$ cat src/rtl/alu_serial_seq_pkg.sv
// Shared opcode, slice-select and FSM encodings for the bit-serial ALU sequencer.
// The helper maps an opcode to the mux8 select code of the external 1-bit slice.
package alu_serial_seq_pkg;

    localparam logic [2:0] OP_AND = 3'd0;
    localparam logic [2:0] OP_OR  = 3'd1;
    localparam logic [2:0] OP_XOR = 3'd2;
    localparam logic [2:0] OP_NOT = 3'd3;
    localparam logic [2:0] OP_ADD = 3'd4;
    localparam logic [2:0] OP_SUB = 3'd5;

    localparam logic [2:0] SEL_AND = 3'd7;
    localparam logic [2:0] SEL_NOT = 3'd6;
    localparam logic [2:0] SEL_OR  = 3'd5;
    localparam logic [2:0] SEL_XOR = 3'd4;
    localparam logic [2:0] SEL_ADD = 3'd3;

    localparam logic [1:0] ST_IDLE = 2'd0;
    localparam logic [1:0] ST_RUN  = 2'd1;
    localparam logic [1:0] ST_DONE = 2'd2;

    // Illegal opcodes (6, 7) drive select 0 so the slice output is a don't-care.
    function automatic logic [2:0] op_to_sel(input logic [2:0] op);
        case (op)
            OP_AND:         op_to_sel = SEL_AND;
            OP_OR:          op_to_sel = SEL_OR;
            OP_XOR:         op_to_sel = SEL_XOR;
            OP_NOT:         op_to_sel = SEL_NOT;
            OP_ADD, OP_SUB: op_to_sel = SEL_ADD;
            default:        op_to_sel = 3'd0;
        endcase
    endfunction

    function automatic logic op_is_arith(input logic [2:0] op);
        op_is_arith = (op == OP_ADD) || (op == OP_SUB);
    endfunction

endpackage

$ cat src/rtl/alu_serial_dp.sv
// Datapath: operand shift registers, inter-bit carry register, bit counter and result shifter.
// One bit per shift cycle, LSB first; load takes priority over shift.
module alu_serial_dp #(
    parameter int WIDTH = 4
) (
    input  logic             clk,
    input  logic             reset_n,
    input  logic             load,
    input  logic             shift,
    input  logic [WIDTH-1:0] a_in,
    input  logic [WIDTH-1:0] b_in,
    input  logic             carry_init,
    input  logic             carry_en,
    input  logic             slice_out,
    input  logic             slice_cout,
    output logic             a_bit,
    output logic             b_bit,
    output logic             carry_bit,
    output logic             last,
    output logic [WIDTH-1:0] res_next
);

    localparam int CW = (WIDTH > 2) ? $clog2(WIDTH) : 1;

    logic [WIDTH-1:0] a_sr;
    logic [WIDTH-1:0] b_sr;
    logic [WIDTH-1:0] res_sr;
    logic [CW-1:0]    cnt;
    logic             carry_q;

    assign a_bit     = a_sr[0];
    assign b_bit     = b_sr[0];
    assign carry_bit = carry_q;
    assign last      = (cnt == CW'(WIDTH - 1));
    // Result fills from the MSB so that after WIDTH shifts bit 0 sits at the LSB.
    assign res_next  = {slice_out, res_sr[WIDTH-1:1]};

    always_ff @(posedge clk or negedge reset_n) begin
        if (!reset_n) begin
            a_sr    <= '0;
            b_sr    <= '0;
            res_sr  <= '0;
            cnt     <= '0;
            carry_q <= 1'b0;
        end else if (load) begin
            a_sr    <= a_in;
            b_sr    <= b_in;
            res_sr  <= '0;
            cnt     <= '0;
            carry_q <= carry_init;
        end else if (shift) begin
            a_sr    <= a_sr >> 1;
            b_sr    <= b_sr >> 1;
            res_sr  <= res_next;
            cnt     <= cnt + 1'b1;
            carry_q <= carry_en ? slice_cout : 1'b0;
        end
    end

endmodule

$ cat src/rtl/alu_serial_seq.sv
// Bit-serial ALU sequencer driving one external 1-bit slice over WIDTH cycles.
// Start-to-done latency WIDTH+1 cycles; start is ignored while ready is low (no queuing).
module alu_serial_seq
    import alu_serial_seq_pkg::*;
#(
    parameter int WIDTH = 4
) (
    input  logic             clk,
    input  logic             reset_n,
    input  logic             start,
    input  logic [2:0]       op,
    input  logic [WIDTH-1:0] a_in,
    input  logic [WIDTH-1:0] b_in,
    output logic             ready,
    output logic             done,
    output logic [WIDTH-1:0] result,
    output logic             carry_out,
    output logic             illegal,
    output logic             slice_a,
    output logic             slice_b,
    output logic             slice_cin,
    output logic [2:0]       slice_select,
    input  logic             slice_out,
    input  logic             slice_cout
);

    logic [1:0]       state;
    logic [2:0]       op_q;
    logic             accept;
    logic             run;
    logic             last;
    logic             a_bit;
    logic             b_bit;
    logic             carry_bit;
    logic             illegal_op;
    logic [WIDTH-1:0] res_next;
    logic [WIDTH-1:0] result_q;
    logic             carry_q;

    assign accept     = (state == ST_IDLE) && start;
    assign run        = (state == ST_RUN);
    assign illegal_op = op_q[2] && op_q[1];

    alu_serial_dp #(.WIDTH(WIDTH)) u_dp (
        .clk        (clk),
        .reset_n    (reset_n),
        .load       (accept),
        .shift      (run),
        .a_in       (a_in),
        .b_in       (b_in),
        .carry_init (op == OP_SUB),
        .carry_en   (op_is_arith(op_q)),
        .slice_out  (slice_out),
        .slice_cout (slice_cout),
        .a_bit      (a_bit),
        .b_bit      (b_bit),
        .carry_bit  (carry_bit),
        .last       (last),
        .res_next   (res_next)
    );

    // SUB is a + ~b + 1: invert the B bit here, the carry reg was preset on accept.
    assign slice_a      = run && a_bit;
    assign slice_b      = run && (b_bit ^ (op_q == OP_SUB));
    assign slice_cin    = run && carry_bit;
    assign slice_select = run ? op_to_sel(op_q) : 3'd0;

    always_ff @(posedge clk or negedge reset_n) begin
        if (!reset_n) begin
            state <= ST_IDLE;
            op_q  <= OP_AND;
        end else begin
            case (state)
                ST_IDLE: if (start) begin
                    state <= ST_RUN;
                    op_q  <= op;
                end
                ST_RUN:  if (last) state <= ST_DONE;
                ST_DONE: state <= ST_IDLE;
                default: state <= ST_IDLE;
            endcase
        end
    end

    // Visible result and carry update only on entry to DONE, holding across later ops.
    always_ff @(posedge clk or negedge reset_n) begin
        if (!reset_n) begin
            result_q <= '0;
            carry_q  <= 1'b0;
        end else if (run && last) begin
            result_q <= illegal_op ? '0 : res_next;
            carry_q  <= op_is_arith(op_q) ? slice_cout : 1'b0;
        end
    end

    assign ready     = (state == ST_IDLE);
    assign done      = (state == ST_DONE);
    assign illegal   = done && illegal_op;
    assign result    = result_q;
    assign carry_out = carry_q;

endmodule

$ cat config.mk
export PLATFORM = sky130hd
export DESIGN_NAME = alu_serial_seq
export DESIGN_NICKNAME = d
export VERILOG_FILES = /design/src/rtl/alu_serial_seq_pkg.sv /design/src/rtl/alu_serial_dp.sv /design/src/rtl/alu_serial_seq.sv
export SDC_FILE = /design/constraint.sdc
export NUM_CORES = 1
export LEC_CHECK = 0
export CORE_MARGIN = 2
export CORE_UTILIZATION = 42
export DETAILED_ROUTE_END_ITERATION = 10
export PLACE_DENSITY = 0.74
export REMOVE_ABC_BUFFERS = 1
export SYNTH_ARGS = -nofsm -noshare
export SYNTH_HDL_FRONTEND = slang
export SYNTH_SLANG_ARGS = --single-unit
export TNS_END_PERCENT = 1
$ cat constraint.sdc
create_clock -name clk -period 1.4 [get_ports clk]
set_clock_uncertainty 0.05 [all_clocks]
set_input_delay 0.28 -clock clk [delete_from_list [all_inputs] [get_ports clk]]
set_output_delay 0.28 -clock clk [all_outputs]
set_load 0.05 [all_outputs]
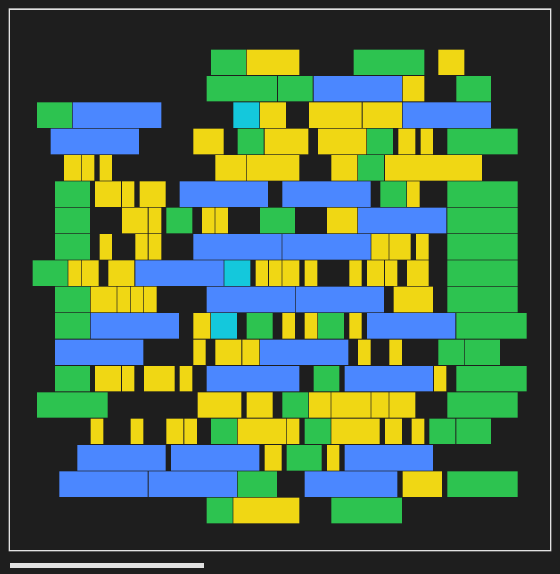
Figure 1: run 1, cells coloured by class.
The bar under the picture is 20 microns long.
| colour | class | cells |
|---|---|---|
| yellow | remaining logic cells | 82 |
| cyan | clock-net drivers | 3 |
| green | remaining buffers and delay cells | 44 |
| blue | registers | 24 |
core footprint: 0.00250 sq mm
Seq/total area: 34.3%

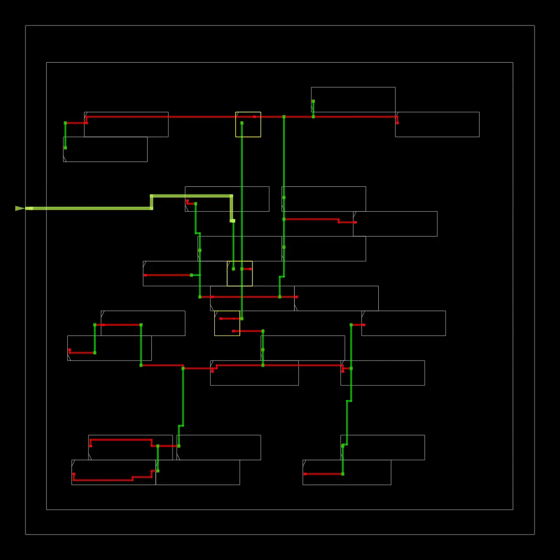
Figure 2: run 1, clock wiring as the flow saved it.
Clk. pwr: 0.295 mW
Seq Cell Count: 24
number of clock-tree buffers in the layout: 3
clk sink count: 24

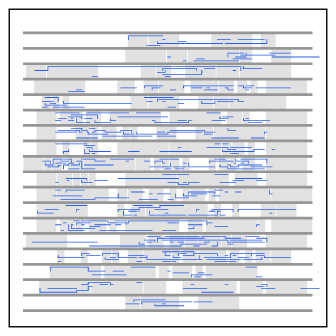
Figure 3: run 1, signal wires on met1.
Supply wires on this layer in grey. Cells faint in the background.
share of all routed wire: 42%
longest straight run: 34.0 microns
main direction: horizontal
DR vias: 931
Routed Wire Length: 2.45 mm

==> changes_impl.md, run 1 <==
### Metrics

* Fmax at 605 MHz
* Initial antenna violation count at 0
* Synth Register Bits at 24
* DP Cell Count at 176
* Vias per cell at 5.09
* VDD IR max at 0.00160 V
* Commonest flop: dfrtp_1
* Max-slew violations at 0
* Setup CP Type: register to output pin
* Cell Area, Placed at 0.00163 sq mm
* WP data arrival at 1.32 ns
* Design area at 0.00176 sq mm
* Worst path cell trace: nand2b_4 -> nor2_2 -> buf_12
* WP data required at 1.07 ns
* Area delta synth->final at 56.5%
* Ys Warns at 0
* Avg Inst Size Synth at 10.1 sq um
* RR Startpoint: state[1]
* Max clock buf depth at 2
* Final Wtd Congestion at 0.721
* # setup viols final at 13
* Unique masters post-synth at 25
* Die Wd at 55.7 microns
* Setup crit end kind: output pin
* Share of cells above drive strength 1 at 34.6%
* # Cells Yosys at 111
* Failing checks: negative setup slack
* Log Warnings at 27
* Total CTS buffers at 3
* Hold-fix buffers, CTS at 0
* Vias in the first global route at 933
* Asr flop ratio synth at 100%
* First-pass GRT wire length at 4.23 mm
* Final worst slack at -0.254 ns
* CP Launch Type: register
* Most instantiated logic cells after routing: 35 x nand2_1, 22 x dfrtp_1, 15 x clkdlybuf4s50_1, 14 x buf_12, 14 x buf_4
* Least-Margin Pin Slew at 0.406 ns
* Die extent in y at 55.7 microns
* Die area at 0.00310 sq mm
* Final cell count without fillers at 183
* Hold violation count in the final report at 0
* I/O pin cnt at 30
* Layout Utilization at 70.3%
* Final TNS setup at -2.08 ns
* CTS root buffer: clkbuf_4
* Violation tally from detailed-route iteration zero at 12
* P_leak at 0.809 nW
* CP max-delay cell: dfrtp_2
* FP Core Util at 44.9%
* Hold Crit Class: input port to asynchronous set/reset pin
* Port bufs at 29
* Status: complete, but fails checks
* Post-DRT Antenna Nets at 0
==> run 1: routing by layer <==
layer | up-vias | track usage [%] | wire length (microns)
li1 | 456 | - | -
met1 | 450 | 22.3 | 1030
met2 | 25 | 29.3 | 1290
met3 | 0 | 2.79 | 128
met4 | 0 | 4.18 | 0
met5 | - | 0 | 0
==> run 1: power breakdown <==
part           internal, mW  switching, mW
Clock                 0.100          0.194
Sequential            0.998          0.249
Combinational          1.49           1.56
==> run 1: worst register-to-register path, stage by stage, from the launching register on <==
cell and delay (ns):
dfrtp_2 0.48, buf_4 0.17, nor3b_4 0.19, buf_6 0.16, mux2_4 0.30
==> run 1: cell families after synthesis <==
kind of cell | share of synthesized area, %
buf+inv | 4.23
xor+xnor | 1.56
fa+ha+maj | 1.11
mux | 4.01
simple gates | 23.1
flops | 53.5
compound gates | 12.6
==> run 1: synth_stat cells, drive strengths merged, types with 2 or more instances <==
master / number / area [sq um]
o21ai: 12 / 60.1
dfrtp: 24 / 601
o21bai: 2 / 15.0
nand2: 35 / 131
and2: 2 / 12.5
nand3b: 4 / 30.0
nand2b: 2 / 20.0
a22oi: 7 / 57.6
mux2: 3 / 45.0
nor2: 5 / 18.8
buf: 5 / 43.8
==> run 1: repair_timing <==
action                     in CTS  in global routing
setup endpoints to repair      14                 25
gates cloned                    0                  0
resized                        13                  5
pin swaps                       4                  7
setup buffers                   1                  3
==> run 1: area by class of cell <==
cell class / instances / area (sq um)
Clock buffer: 3 / 22.5
Tap cell: 30 / 37.5
Sequential cell: 24 / 603
Timing Repair Buffer: 44 / 547
Multi-Input combinational cell: 81 / 544
Fill cell: 196 / 742
Inverter: 1 / 3.75
==> run 1: flip-flops by register name, indices dropped and copies added, names as in the netlist <==
name	flops
u_dp.b_sr	4
u_dp.res_sr	3
u_dp.a_sr	4
result	4
carry_out	1
op_q	3
u_dp.cnt	2
state	2
u_dp.carry_bit	1
==> run 1: path summary, 6_finish.rpt <==
check / slack (ns) / cells past startpoint / to
max: -0.25 / 3 / slice_b
min: 0.27 / 2 / result[3]
max reg2reg: -0.06 / 4 / op_q[0]
min reg2reg: 0.45 / 2 / u_dp.a_sr[0]
max in group asynchronous: 0.78 / 2 / state[0]
min in group clk: 0.45 / 2 / u_dp.a_sr[0]
Figure 4. Drive-strength map (run 1).
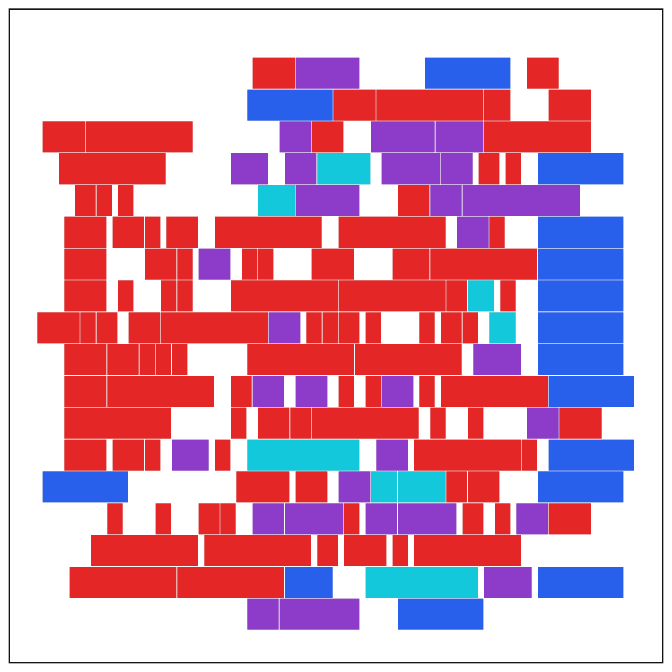

## Run 2: what changed since run 1
- CORE_UTILIZATION: 42 -> 50
- PLACE_DENSITY: 0.74 -> 0.82
- SLEW_MARGIN: not set -> 10
- clock period: 1.4 -> 2 ns (I/O delays scaled with it)
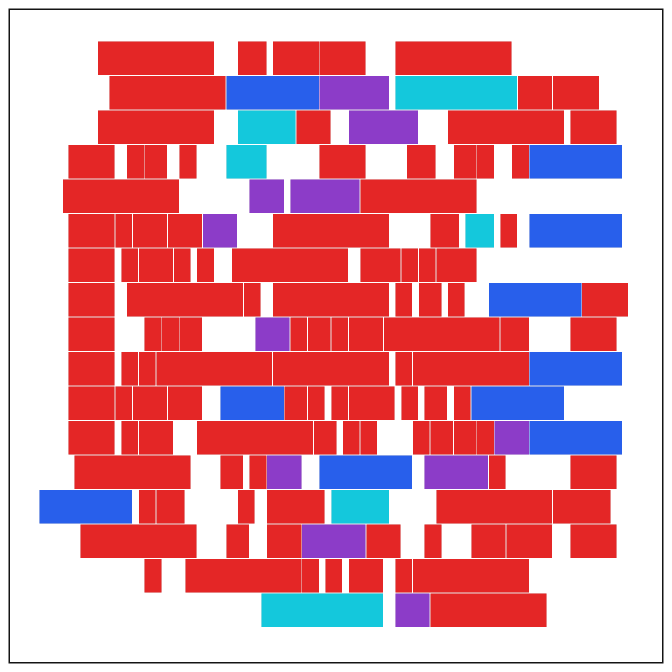
Figure 5: run 2, drive-strength map.
| colour | size | cells | share |
|---|---|---|---|
| red | x1 and smaller | 115 | 81% |
| cyan | x2 | 6 | 4.2% |
| blue | x6 and larger | 10 | 7.0% |
| purple | x3 and x4 | 11 | 7.7% |
area delta synth->final: 39.0%
Non-clock buffers: 32
design area: 0.00156 sq mm
final worst slack: 0.0647 ns

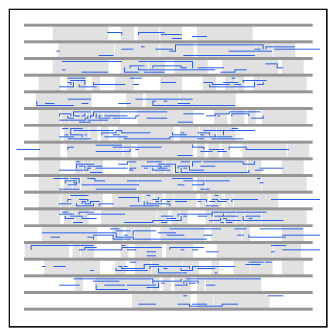
Figure 6: run 2, signal wires on met1.
Supply wires on this layer in grey. Cells faint in the background.
main direction: horizontal
share of all routed wire: 44%
DR vias: 859
routing usage on met1: 22.4%
Routed Wire Length: 2.13 mm

==> changes_impl.md, run 2 <==
### Metrics

* Top cells, area: dfrtp_1 53%, nand2_1 12%, a22oi_1 4.0%, mux2_4 4.0%, o21ai_0 3.6%
* Synth Register Bits at 24
* Logic pwr share at 59.4%
* R2r setup slk at 0.57 ns
* Most instantiated logic cells after routing: 35 x nand2_1, 22 x dfrtp_1, 19 x clkdlybuf4s50_1, 9 x buf_12, 8 x o21ai_0
* Initial antenna violation count at 0
* DP Cell Count at 166
* FP Core Util at 51.8%
* Switching pwr at 1.24 mW
* Ys Warns at 0
* Internal power at 1.53 mW
* Max clock buf depth at 2
* Hold Crit Class: input port to asynchronous set/reset pin
* Final cell count without fillers at 170
* Switching Fraction at 44.8%
* Violation tally from detailed-route iteration zero at 11
* Max-slew violations at 0
* Share of cells above drive strength 1 at 19.0%
* Clk sink count at 24
* Clock power frac at 8.9%
* Log Warnings at 25
* P_leak at 0.721 nW
* CP max-delay cell: clkdlybuf4s50_1
* Asr flop ratio synth at 100%
* WP data required at 1.55 ns
* Commonest cells post-synth: 35 x nand2_1, 24 x dfrtp_1, 8 x o21ai_0
* R2r worst-path depth at 3
* Most frequent cell after synthesis: nand2_1
* First-pass GRT wire length at 3.62 mm
* GR Util met3 at 2.92%
* WP data arrival at 1.49 ns
* Least-Margin Pin Slew at 0.558 ns
* I/O pin cnt at 30
* # setup viols final at 0
* Cell depth of the worst setup path at 1
* Avg Inst Size Synth at 10.1 sq um
* # Cells Yosys at 111
* Vias per cell at 5.05
* Layer with the highest usage: met2
* Reg-to-reg endpoint: op_q[2]
* Post-DRT Antenna Nets at 0
* Worst path cell trace: clkdlybuf4s50_1
* Die extent in y at 51.4 microns
* VDD IR max at 0.00106 V
* Hold violation count in the final report at 0
* Setup crit end kind: output pin
* Die area at 0.00264 sq mm
* Hold-fix buffers, CTS at 0
* Sequential area share after synthesis at 53.5%
* Met2 Use GR at 32.9%
* Total CTS buffers at 3
* Fmax at 517 MHz
* CTS root buffer: clkbuf_4
* Die Wd at 51.4 microns
* Buf+Inv Stages, Crit Path at 1
* Area leader, netlist: dfrtp_1
* CTS H-tree lvls at 1
* Cells after synthesis at 111
* Final TNS setup at 0 ns
* Port bufs at 29
* Vias in the first global route at 825
* Setup CP Type: register to output pin
* Commonest flop: dfrtp_1
* Max-area cell share at 53.5%
* CP Launch Type: register
* Final Wtd Congestion at 0.709
* Status: finished, final reports clean
* RR Startpoint: state[1]
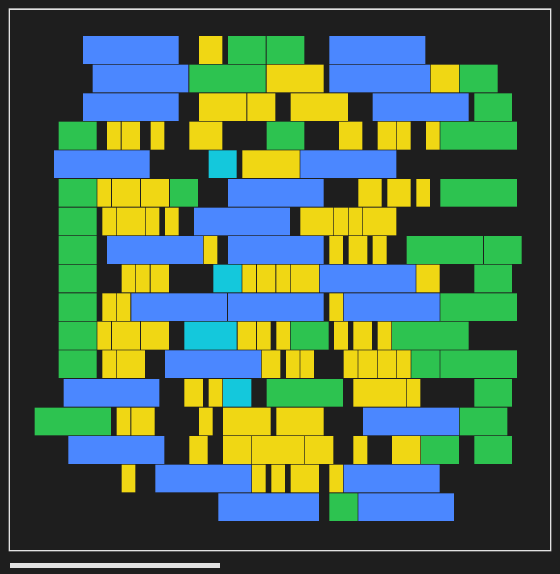
Figure 7: run 2, cells coloured by class.
The bar under the picture is 20 microns long.
| colour | class | cells |
|---|---|---|
| blue | registers | 24 |
| cyan | clock drivers and dummy loads | 4 |
| green | remaining buffers and delay cells | 32 |
| yellow | remaining logic cells | 82 |
core footprint: 0.00217 sq mm
Seq/total area: 38.6%
Layout Utilization: 72.0%

run 2: cell count changes in the layout (fill, tap and decap cells not counted), moves of 4 or more:
cell	before	now
buf_4	14	3
buf_12	14	9
clkdlybuf4s50_1	15	19
nor2_1	0	4
run 2: logic make-up (layout without fill, tap and decap cells):
kind of cell	after synthesis	after routing	synth area share (%)
fa+ha+maj	1	1	1.11
simple gates	53	53	23.1
flops	24	24	53.5
mux	3	3	4.01
compound gates	22	22	12.6
buf+inv	6	37	4.23
xor+xnor	2	2	1.56
run 2: power groups by stage:
| stage | clock [mW] | sequential, mW | combinational [mW] |
|---|---|---|---|
| 3_5_place_dp | 0 | 0.888 | 1.66 |
| 5_1_grt | 0.283 | 0.912 | 1.76 |
| 6_report | 0.246 | 0.878 | 1.65 |
| 2_1_floorplan | 0 | 0.988 | 0.862 |
| 4_1_cts | 0.256 | 0.876 | 1.66 |
| 3_3_place_gp | 0 | 0.866 | 1.62 |
run 2: what timing repair did:
action / in CTS / in global routing
setup buffers: 0 / 0
resized: 0 / 4
setup endpoints to repair: 0 / 4
run 2: worst min-delay path by stage:
stage | start | endpoint | slack (ns) | depth (start not counted)
after global routing | reset_n | state[1] | 0.39 | 2
final | reset_n | result[3] | 0.40 | 2
after CTS | reset_n | result[3] | 0.40 | 2
after global placement | u_dp.a_sr[0] | u_dp.a_sr[0] | 0.40 | 2
after floorplan | reset_n | carry_out | 0.05 | 0
after detailed placement | u_dp.a_sr[0] | u_dp.a_sr[0] | 0.42 | 2
run 2: final cells by class:
class / instances / area, sq um
Timing Repair Buffer: 32 / 405
Multi-Input combinational cell: 81 / 478
Sequential cell: 24 / 603
Inverter: 1 / 3.75
Fill cell: 176 / 608
Clock buffer: 4 / 36.3
Tap cell: 28 / 35.0
run 2: per-stage QoR:
stage	utilization [%]	hold slack, ns	worst slack (ns)	instance area (sq um)
2_1_floorplan	-	0.0544	0.0616	1080
5_1_grt	72.0	0.393	0.000709	1560
3_3_place_gp	70.0	0.401	0.241	1520
6_report	72.0	0.396	0.0647	1560
4_1_cts	71.6	0.398	0.0424	1550
3_5_place_dp	70.0	0.421	0.215	1520
run 2: routing by layer:
metal	part of all wire (%)	wire, microns
met1	44	927
met5	0	0
met3	5.2	111
met2	51	1080
met4	0.38	8
Figure 8. Clock wiring as the flow saved it (run 2).
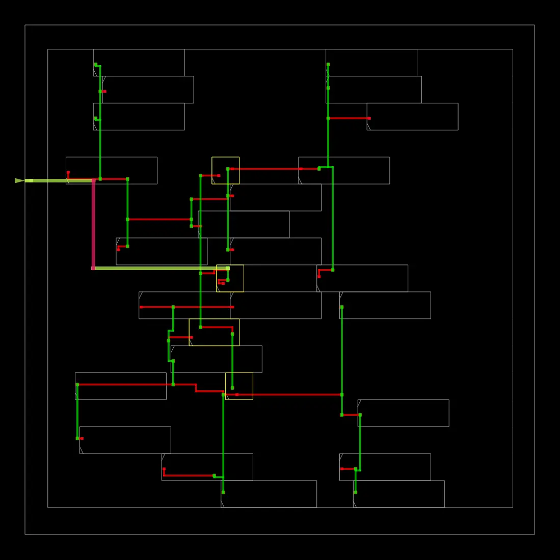

## Run 3: what changed since run 2
- CORE_UTILIZATION: 50 -> 65
- DONT_BUFFER_PORTS: not set -> 1
- PLACE_DENSITY: 0.82 -> 0.81
- SETUP_SLACK_MARGIN: not set -> 0.5
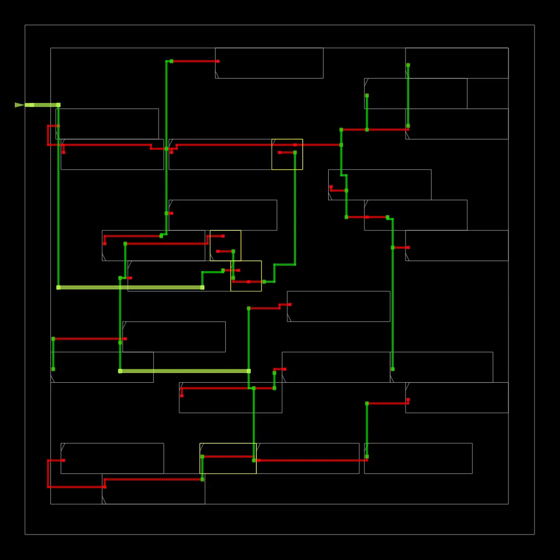
Figure 9: run 3, clock wiring as the flow saved it.
Clk. pwr: 0.258 mW
number of clock-tree buffers in the layout: 4

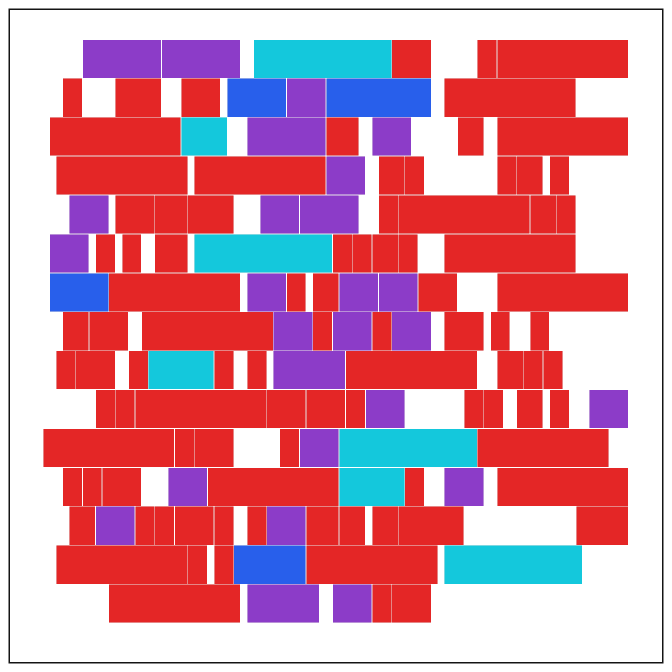
Figure 10: run 3, drive-strength map.
| colour | size | cells | share |
|---|---|---|---|
| red | x1 and smaller | 94 | 72% |
| cyan | x2 | 7 | 5.3% |
| blue | x6 and larger | 4 | 3.1% |
| purple | x3 and x4 | 26 | 20% |
final worst slack: 0.152 ns
design area: 0.00133 sq mm
Non-clock buffers: 21
area delta synth->final: 18.2%

==> changes_impl.md, run 3 <==
### Metrics

* Final Wtd Congestion at 0.697
* Die extent in y at 45.6 microns
* Hold Crit Class: input port to register
* FP Core Util at 67.3%
* Status: finished, final reports clean
* CTS root buffer: clkbuf_4
* Pre-Repair DR Iteration Count at 7
* Vias per cell at 6.11
* Max clock buf depth at 2
* Total CTS buffers at 3
* VDD IR max at 0.00151 V
* Final Hold Slack at 0.145 ns
* Port bufs at 0
* Top cells, area: dfrtp_1 53%, nand2_1 12%, a22oi_1 4.0%, mux2_4 4.0%, o21ai_0 3.6%
* Avg Inst Size Synth at 10.1 sq um
* Log Warnings at 27
* Filler cells at 104
* Max layer used: met4
* M1 wire length at 1.07 mm
* I/O pin cnt at 30
* R2r setup slk at 0.43 ns
* Vias in the first global route at 884
* Area leader, netlist: dfrtp_1
* Buf+Inv Stages, Crit Path at 1
* Clk sink count at 24
* Ys Warns at 0
* Routed Wire Length at 2.52 mm
* Max-slew violations at 0
* Worst path cell trace: nand2b_1 -> xnor2_1 -> nor2_1 -> buf_6
* Share of cells above drive strength 1 at 28.2%
* Hold Path Stages at 2
* Die area at 0.00208 sq mm
* Cells after synthesis at 111
* WHS Endpoint: u_dp.a_sr[3]
* Setup CP Type: register to output pin
* WP data required at 1.55 ns
* Post-DP HPWL at 1.57 mm
* DR WL met3 at 140 microns
* Most instantiated logic cells after routing: 35 x nand2_1, 20 x dfrtp_1, 17 x buf_4, 8 x o21ai_0, 6 x a22oi_1
* CP Launch Type: register
* # setup viols final at 0
* Setup crit end kind: output pin
* Hold Crit Start: a_in[3]
* Final TNS setup at 0 ns
* Commonest cells post-synth: 35 x nand2_1, 24 x dfrtp_1, 8 x o21ai_0
* Violation tally from detailed-route iteration zero at 28
* CP max-delay cell: dfrtp_2
* Most frequent cell after synthesis: nand2_1
* P_leak at 0.645 nW
* Unique masters post-synth at 25
* Synth Register Bits at 24
* DR WL met2 at 1.29 mm
* Critical Path Fanout Max at 4
* WP data arrival at 1.40 ns
* DR vias at 905
* Die Wd at 45.6 microns
* Hold violation count in the final report at 0
* Commonest flop: dfrtp_1
* Mapped Area at 0.00112 sq mm
* Post-DRT Antenna Nets at 0
* Fmax at 541 MHz
* CTS H-tree lvls at 1
* First-pass GRT wire length at 4.02 mm
* Sequential area share after synthesis at 53.5%
* Least-Margin Pin Slew at 1.05 ns
* Max-area cell share at 53.5%
* R2r worst-path depth at 4
* Reg-to-reg endpoint: op_q[1]
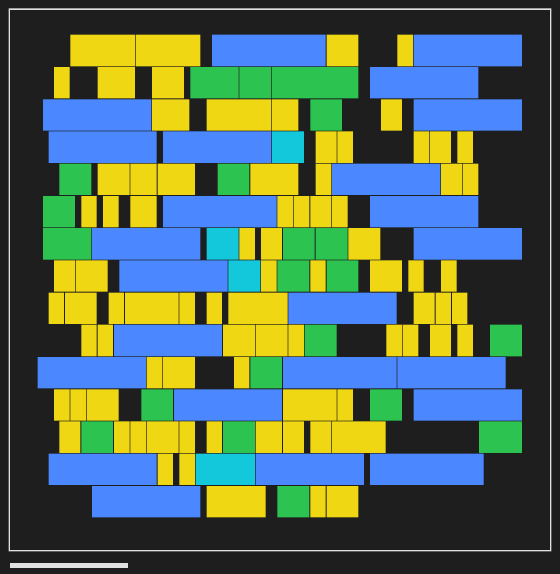
Figure 11: run 3, cells coloured by class.
The bar under the picture is 10 microns long.
Seq/total area: 45.6%
core footprint: 0.00167 sq mm
Layout Utilization: 79.5%
num rows: 15

==> run 3: cell counts after synthesis <==
No cell type changed its count.
==> run 3: worst register-to-register path: stages, from the launching register on <==
cell and delay [ns]:
dfrtp_2 0.48, buf_4 0.16, nor3b_2 0.17, buf_4 0.28, mux2_4 0.33
==> run 3: kinds of logic (layout without fill, tap and decap cells) <==
group,after synthesis,count (layout),synth area share [%]
AOI/OAI and AO/OA,22,22,12.6
xor gates and xnor gates,2,2,1.56
adders and majority gates,1,1,1.11
buffers and inverters,6,26,4.23
DFF,24,24,53.5
muxes,3,3,4.01
and+or+nand+nor,53,53,23.1
==> run 3: metal layers <==
layer  up-vias  global-route usage [%]
met1       446                    36.8
li1        407                       -
met3         6                    3.57
met2        46                    45.6
met5         -                       0
met4         0                    7.06
==> run 3: cell type report <==
| cell class | instances | area (sq um) | share of cell area (%) |
|---|---|---|---|
| Sequential cell | 24 | 606 | 45.6 |
| Multi-Input combinational cell | 81 | 480 | 36.2 |
| Inverter | 1 | 3.75 | 0.283 |
| Timing Repair Buffer | 21 | 180 | 13.6 |
| Clock buffer | 4 | 36.3 | 2.73 |
| Tap cell | 17 | 21.3 | 1.60 |
==> run 3: how the worst max path moves through the flow <==
stage / from / end / slack, ns / cells past startpoint
global placement: state[0] / slice_cin / 0.48 / 3
CTS: op_q[1] / slice_b / 0.19 / 4
finish: op_q[2] / slice_select[1] / 0.15 / 4
detailed placement: state[0] / slice_a / 0.42 / 3
floorplan: state[0] / illegal / 0.06 / 2
global route: op_q[2] / slice_select[1] / 0.12 / 4
==> run 3: where the power goes <==
group / switching, mW / leakage, nW / internal [mW]
logic: 0.819 / 0.324 / 0.568
registers: 0.322 / 0.300 / 0.699
clock network: 0.147 / 0.0210 / 0.111
total: 1.29 / 0.645 / 1.38
==> run 3: stage by stage <==
stage	cell area [sq um]	setup WS, ns	std cells	total power, mW
2_1_floorplan	1080	0.0616	106	1.85
4_1_cts	1330	0.187	148	2.63
3_5_place_dp	1200	0.422	134	2.19
6_report	1330	0.152	148	2.67
5_1_grt	1330	0.121	148	2.81
3_3_place_gp	1200	0.478	134	2.12
==> run 3: what timing repair did <==
action,in CTS,in global routing
gates resized,7,0
setup endpoints to repair,9,37
hold buffers,1,0
hold endpoints to repair,24,0
setup buffers,9,0
Power and IR drop assume default switching activity.
